==> src/rtl/ts_tx_sched.sv <==
// -----------------------------------------------------------------------------
// ts_tx_sched
//
// Schedules ordered-set transmission for the link training state machine.
// The LTSSM holds os_req high while it wants ordered sets. The scheduler issues
// one-cycle ts_start pulses to ts_gen and waits for ts_done between them.
// SKP ordered sets are inserted every SKP_INTERVAL busy cycles. A watchdog
// catches a ts_gen that never answers.
//
// Ports
//   clk         system clock; everything is on its rising edge
//   rst         synchronous, active-high reset
//   os_req      level request to transmit ordered sets
//   os_type     requested OS: 0=TS1, 1=TS2, 2=EIOS, 3=reserved (sent as TS1)
//   os_tgt      minimum OS count wanted by the LTSSM (0 = no target)
//   ts_info_in  LTSSM state [7:4] / sub-state [3:0] to embed in the OS
//   ts_done     one-cycle pulse from ts_gen on the last symbol of an OS
//   ts_start    one-cycle pulse telling ts_gen to begin one OS
//   ts_type     OS type for ts_gen: 0=TS1, 1=TS2, 2=EIOS, 3=SKP
//   ts_info     latched state/sub-state for ts_gen
//   os_sent     non-SKP ordered sets completed in this run (saturates at 2047)
//   tgt_met     os_tgt != 0 and os_sent >= os_tgt
//   busy        high whenever the scheduler is not idle
//   wdog_err    sticky ts_done timeout flag, cleared only by rst
// -----------------------------------------------------------------------------
module ts_tx_sched #(
   parameter int SKP_INTERVAL = 1180,
   parameter int WDOG_MAX     = 64
) (
   input  logic        clk,
   input  logic        rst,
   input  logic        os_req,
   input  logic [1:0]  os_type,
   input  logic [10:0] os_tgt,
   input  logic [7:0]  ts_info_in,
   input  logic        ts_done,
   output logic        ts_start,
   output logic [1:0]  ts_type,
   output logic [7:0]  ts_info,
   output logic [10:0] os_sent,
   output logic        tgt_met,
   output logic        busy,
   output logic        wdog_err
);

   localparam int SKP_W = (SKP_INTERVAL > 1) ? $clog2(SKP_INTERVAL) : 1;
   localparam int WD_W  = $clog2(WDOG_MAX + 1);
   localparam logic [SKP_W-1:0] SKP_LAST = SKP_W'(SKP_INTERVAL - 1);
   localparam logic [WD_W-1:0]  WD_LAST  = WD_W'(WDOG_MAX - 1);
   localparam logic [1:0]       TYPE_SKP = 2'd3;

   typedef enum logic [1:0] {
      S_IDLE,
      S_ISSUE,
      S_WAIT,
      S_SKP_ISSUE
   } state_t;

   state_t             r_state;
   logic               r_ts_start;
   logic [1:0]         r_ts_type;
   logic [1:0]         r_last_type;   // last non-SKP type, survives SKP insertion
   logic [7:0]         r_ts_info;
   logic [10:0]        r_os_sent;
   logic               r_busy;
   logic               r_wdog_err;
   logic [SKP_W-1:0]   r_skp_cnt;
   logic               r_skp_due;
   logic [WD_W-1:0]    r_wdog_cnt;

   logic [1:0]         w_req_type;
   logic               w_skp_wrap;
   logic [10:0]        w_sent_inc;

   // Reserved type 3 goes out as TS1 so that ts_type==3 always means SKP.
   assign w_req_type = (os_type == 2'd3) ? 2'd0 : os_type;
   assign w_skp_wrap = (r_state != S_IDLE) && (r_skp_cnt == SKP_LAST);
   assign w_sent_inc = (r_os_sent == 11'h7FF) ? r_os_sent : r_os_sent + 11'd1;

   always_ff @(posedge clk) begin
      if (rst) begin
         r_state     <= S_IDLE;
         r_ts_start  <= 1'b0;
         r_ts_type   <= 2'd0;
         r_last_type <= 2'd0;
         r_ts_info   <= 8'd0;
         r_os_sent   <= 11'd0;
         r_busy      <= 1'b0;
         r_wdog_err  <= 1'b0;
         r_skp_cnt   <= '0;
         r_skp_due   <= 1'b0;
         r_wdog_cnt  <= '0;
      end else begin
         r_ts_start <= 1'b0;

         // SKP interval timer runs in every non-idle state. A wrap while
         // skp_due is already set just leaves it set.
         if (r_state != S_IDLE) begin
            if (w_skp_wrap) begin
               r_skp_cnt <= '0;
               r_skp_due <= 1'b1;
            end else begin
               r_skp_cnt <= r_skp_cnt + SKP_W'(1);
            end
         end

         // Assignments below are placed after the timer so that a return to
         // IDLE discards any pending SKP.
         case (r_state)
            S_IDLE: begin
               if (os_req) begin
                  r_state     <= S_ISSUE;
                  r_ts_start  <= 1'b1;
                  r_busy      <= 1'b1;
                  r_ts_type   <= w_req_type;
                  r_last_type <= w_req_type;
                  r_ts_info   <= ts_info_in;
                  r_os_sent   <= 11'd0;
                  r_skp_cnt   <= '0;
                  r_skp_due   <= 1'b0;
               end
            end

            S_ISSUE, S_SKP_ISSUE: begin
               r_state    <= S_WAIT;
               r_wdog_cnt <= '0;
            end

            S_WAIT: begin
               if (ts_done) begin
                  if (r_ts_type != TYPE_SKP) begin
                     r_os_sent <= w_sent_inc;
                  end
                  if (r_skp_due) begin
                     r_state    <= S_SKP_ISSUE;
                     r_ts_start <= 1'b1;
                     r_ts_type  <= TYPE_SKP;
                     // A wrap in this very cycle must not be lost.
                     if (!w_skp_wrap) begin
                        r_skp_due <= 1'b0;
                     end
                  end else if (os_req) begin
                     r_state     <= S_ISSUE;
                     r_ts_start  <= 1'b1;
                     r_ts_type   <= w_req_type;
                     r_last_type <= w_req_type;
                     r_ts_info   <= ts_info_in;
                     // A new OS type starts a new count.
                     if (w_req_type != r_last_type) begin
                        r_os_sent <= 11'd0;
                     end
                  end else begin
                     r_state   <= S_IDLE;
                     r_busy    <= 1'b0;
                     r_skp_due <= 1'b0;
                  end
               end else if (r_wdog_cnt == WD_LAST) begin
                  r_state    <= S_IDLE;
                  r_busy     <= 1'b0;
                  r_wdog_err <= 1'b1;
                  r_skp_due  <= 1'b0;
               end else begin
                  r_wdog_cnt <= r_wdog_cnt + WD_W'(1);
               end
            end

            default: begin
               r_state <= S_IDLE;
               r_busy  <= 1'b0;
            end
         endcase
      end
   end

   // ts_start is gated so that it can never be seen while rst is held.
   assign ts_start = r_ts_start & ~rst;
   assign ts_type  = r_ts_type;
   assign ts_info  = r_ts_info;
   assign os_sent  = r_os_sent;
   assign busy     = r_busy;
   assign wdog_err = r_wdog_err;
   assign tgt_met  = (os_tgt != 11'd0) && (r_os_sent >= os_tgt);

endmodule

==> config.mk <==
export PLATFORM = sky130hd
export DESIGN_NAME = ts_tx_sched
export DESIGN_NICKNAME = d
export VERILOG_FILES = /design/src/rtl/ts_tx_sched.sv
export SDC_FILE = /design/constraint.sdc
export NUM_CORES = 1
export LEC_CHECK = 0
export CORE_UTILIZATION = 47
export CTS_CLUSTER_DIAMETER = 80
export DETAILED_ROUTE_END_ITERATION = 7
export GPL_TIMING_DRIVEN = 0
export HOLD_SLACK_MARGIN = 0.02
export PLACE_DENSITY_LB_ADDON = 0.12
export REMOVE_ABC_BUFFERS = 1
export SYNTH_ARGS = -nofsm -noshare
export SYNTH_HDL_FRONTEND = slang
export SYNTH_SLANG_ARGS = --single-unit
==> constraint.sdc <==
create_clock -name clk -period 1.7 [get_ports clk]
set_input_delay 0.34 -clock clk [delete_from_list [all_inputs] [get_ports clk]]
set_output_delay 0.34 -clock clk [all_outputs]
set_load 0.01 [all_outputs]
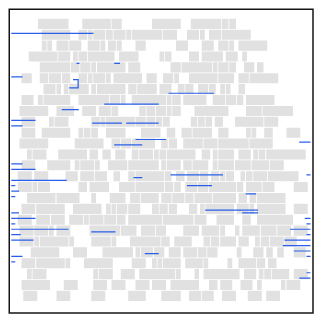
Figure 1: met3 routing.
(4 px per um)
nets with wire on the layer	44
longest straight run	20.2 um
main direction	horizontal

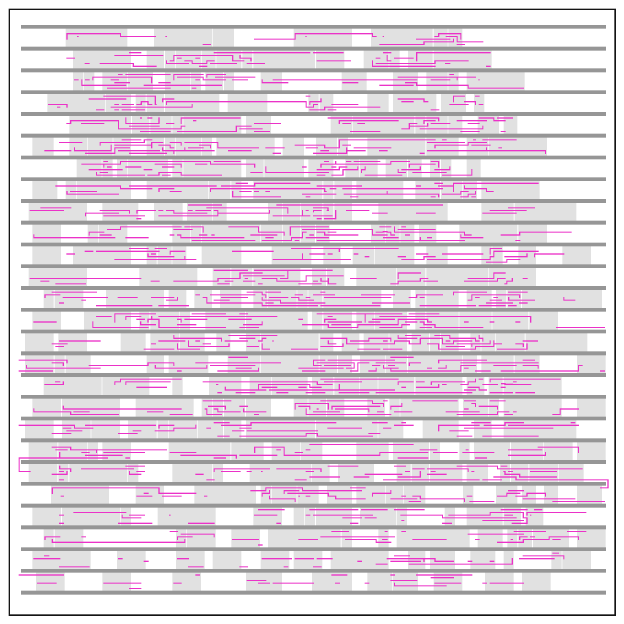
Figure 2: M1 wires.
(8 px per um) Supply wires on this layer in gray.
main direction	horizontal
longest straight run	20.7 um
wire length on this layer	2990 um

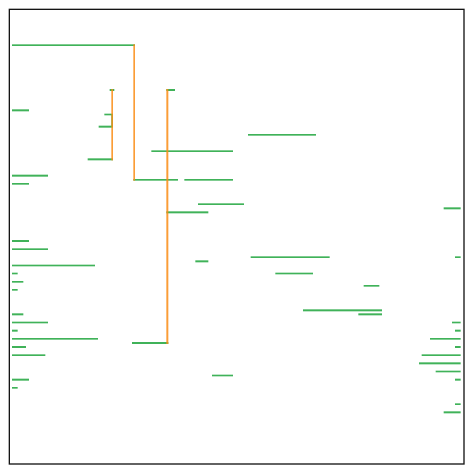
Figure 3: routed metal, one color a layer.
(6 px per um) Only two layers are drawn.
color	layer	wire length
green	M3	232 um
orange	M4	76.2 um
Avg WL per Cell: 14.7 um
final WL: 6530 um
Tot GR Track Use: 22.6%
DR vias: 2480

==> results.yml <==
# physical design summary
grt:
  grt_max_degree: 30
  grt_pass1_wl_um: 9880
job:
  drv_cap: 0
  warnings: 27
floorplan:
  die_h_um: 75.6
  ios: 50
final_timing:
  setup_violations: 19
  fin_ws_ns: -0.394
  hold_violations: 0
  min_period_over_period_pct: 123
  period_needed_ns: 2.09
  tns_ns: -1.80
  maxSlewViolCount: 0
  timing.fmax_mhz: 478
setup_path:
  worst_setup_path_start_kind: "primary input"
  worst-path-stages: 6
  worstPathArrival_ns: 1.75
status:
  violations: "setup timing"
  status: "finished with violations"
detailed_routing:
  first_pass_iters: 4
  vias_per_cell: 5.60
yosys:
  ff_type: "dfxtp_1"
  synth_cells: 304
  synthAdderAreaFrac_pct: 6.89
  xor_share_pct: 5.17
  ys.warnings.count: 0
  synthArstFlopShare_pct: 0
  syn_area_um2: 2540
  ys_seq_share_pct: 37.0
min_path:
  min_from: "rst"
  hold_class: "in -> reg"
power_and_ir_drop:
  leakagePower_nw: 1.43
  peakVddDrop_mv: 0.581
final_layout:
  fill_cells: 389
  fin_nets: 411
  flop_area_um2: 967
clock_tree:
  clockBufferDepth: 2
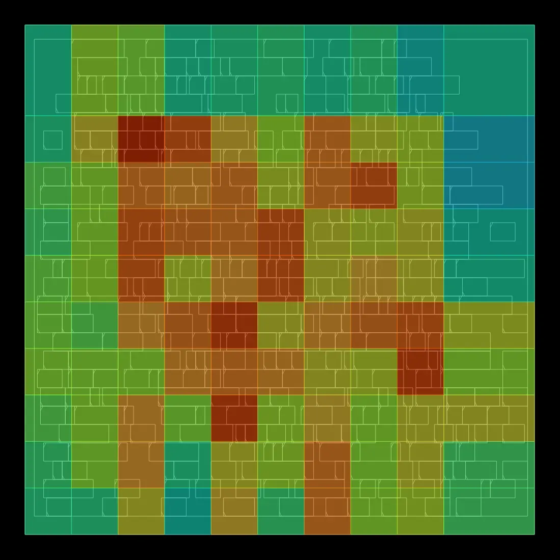
Figure 4: track usage over the die.
met3 Track Usage GR: 3.97%
met1 usage: 30.3%

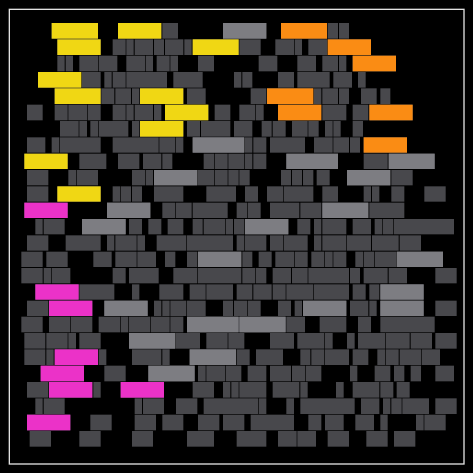
Figure 5: where the registers sit.
(6 px per um) Other sequential cells in the stronger gray, the rest of the logic in the fainter gray.
color	signal	flops	where
magenta	ts_info	8	lower left
orange	r_wdog_cnt	7	upper right
yellow	r_skp_cnt	11	upper left
not colored	21
Seq power: 0.00115 W
sequential share of cell area: 26.2%

## cell usage in the layout, fill, tap and decap left out, drive strengths merged, types with 2 or more instances in the layout
cell	count
nand3	12
nand2	18
or4b	2
a31oi	3
a21oi	20
mux2i	14
buf	27
clkbuf	7
and4	2
inv	14
ha	14
a211oi	2
nor3	6
dfxtp	47
nand4	9
and2	3
clkdlybuf4s50	35
o31ai	5
o21ai	8
nor2	44
or4	3
nor2b	6
nor4	5
nand2b	7
or2	3
dlygate4sd2	11
and3	10
xnor2	5
xor2	10
o21bai	3
a41oi	4
## state kept, by name (all words and copies together) (netlist names), 2 cells and up
name,flops
r_last_type,2
r_skp_cnt,11
ts_info,8
ts_type,2
r_state,2
r_wdog_cnt,7
os_sent,11
## final cells by class
type	count	share of cell area, %
clock buffers	7	2.34
inverters	14	1.42
repair buffers	74	18.9
well taps	70	2.37
flip-flops and latches	47	26.2
clock inverters	1	0.237
multi-input cells	230	48.6
## per-stage QoR
stage / std cells / setup slack, ns
after floorplan: 290 / -0.596
after global placement: 409 / -1.32
after detailed placement: 409 / -1.36
after CTS: 432 / -0.377
after global routing: 443 / -0.455
final: 443 / -0.394
## where the power goes
part           internal, W  leakage (nW)  switching (W)
Clock             0.000334        0.0484       0.000376
Combinational     0.000223         0.995       0.000204
Sequential         0.00113         0.390      0.0000214
Total              0.00168          1.43       0.000601
## cells by family after synthesis
kind of cell | count (synthesis)
AND-OR/OR-AND | 50
XOR/XNOR | 15
adder cells (fa/ha/maj) | 14
buffers and inverters | 28
flip-flops | 47
multiplexers | 14
AND/OR/NAND/NOR | 136
## final timing paths
path,slack (ns),end
setup reg to reg,-0.20,os_sent[4]
setup / recovery,-0.39,tgt_met
hold / removal,0.42,r_skp_cnt[0]
hold reg to reg,0.49,wdog_err
## routing by layer
metal	track usage [%]	vias to the layer above	part of all wire [%]
li1	-	1218	-
met1	30.3	1196	46
met2	37.0	59	49
met3	3.97	7	3.6
met4	7.20	0	1.2
met5	0	-	0
## repair_timing
action,CTS,global route
gates cloned,1,0
pin swaps,17,28
setup buffers,14,13
setup endpoints to repair,44,37
resized,65,40
No activity file was given, so power comes from the tool's default toggle rates.
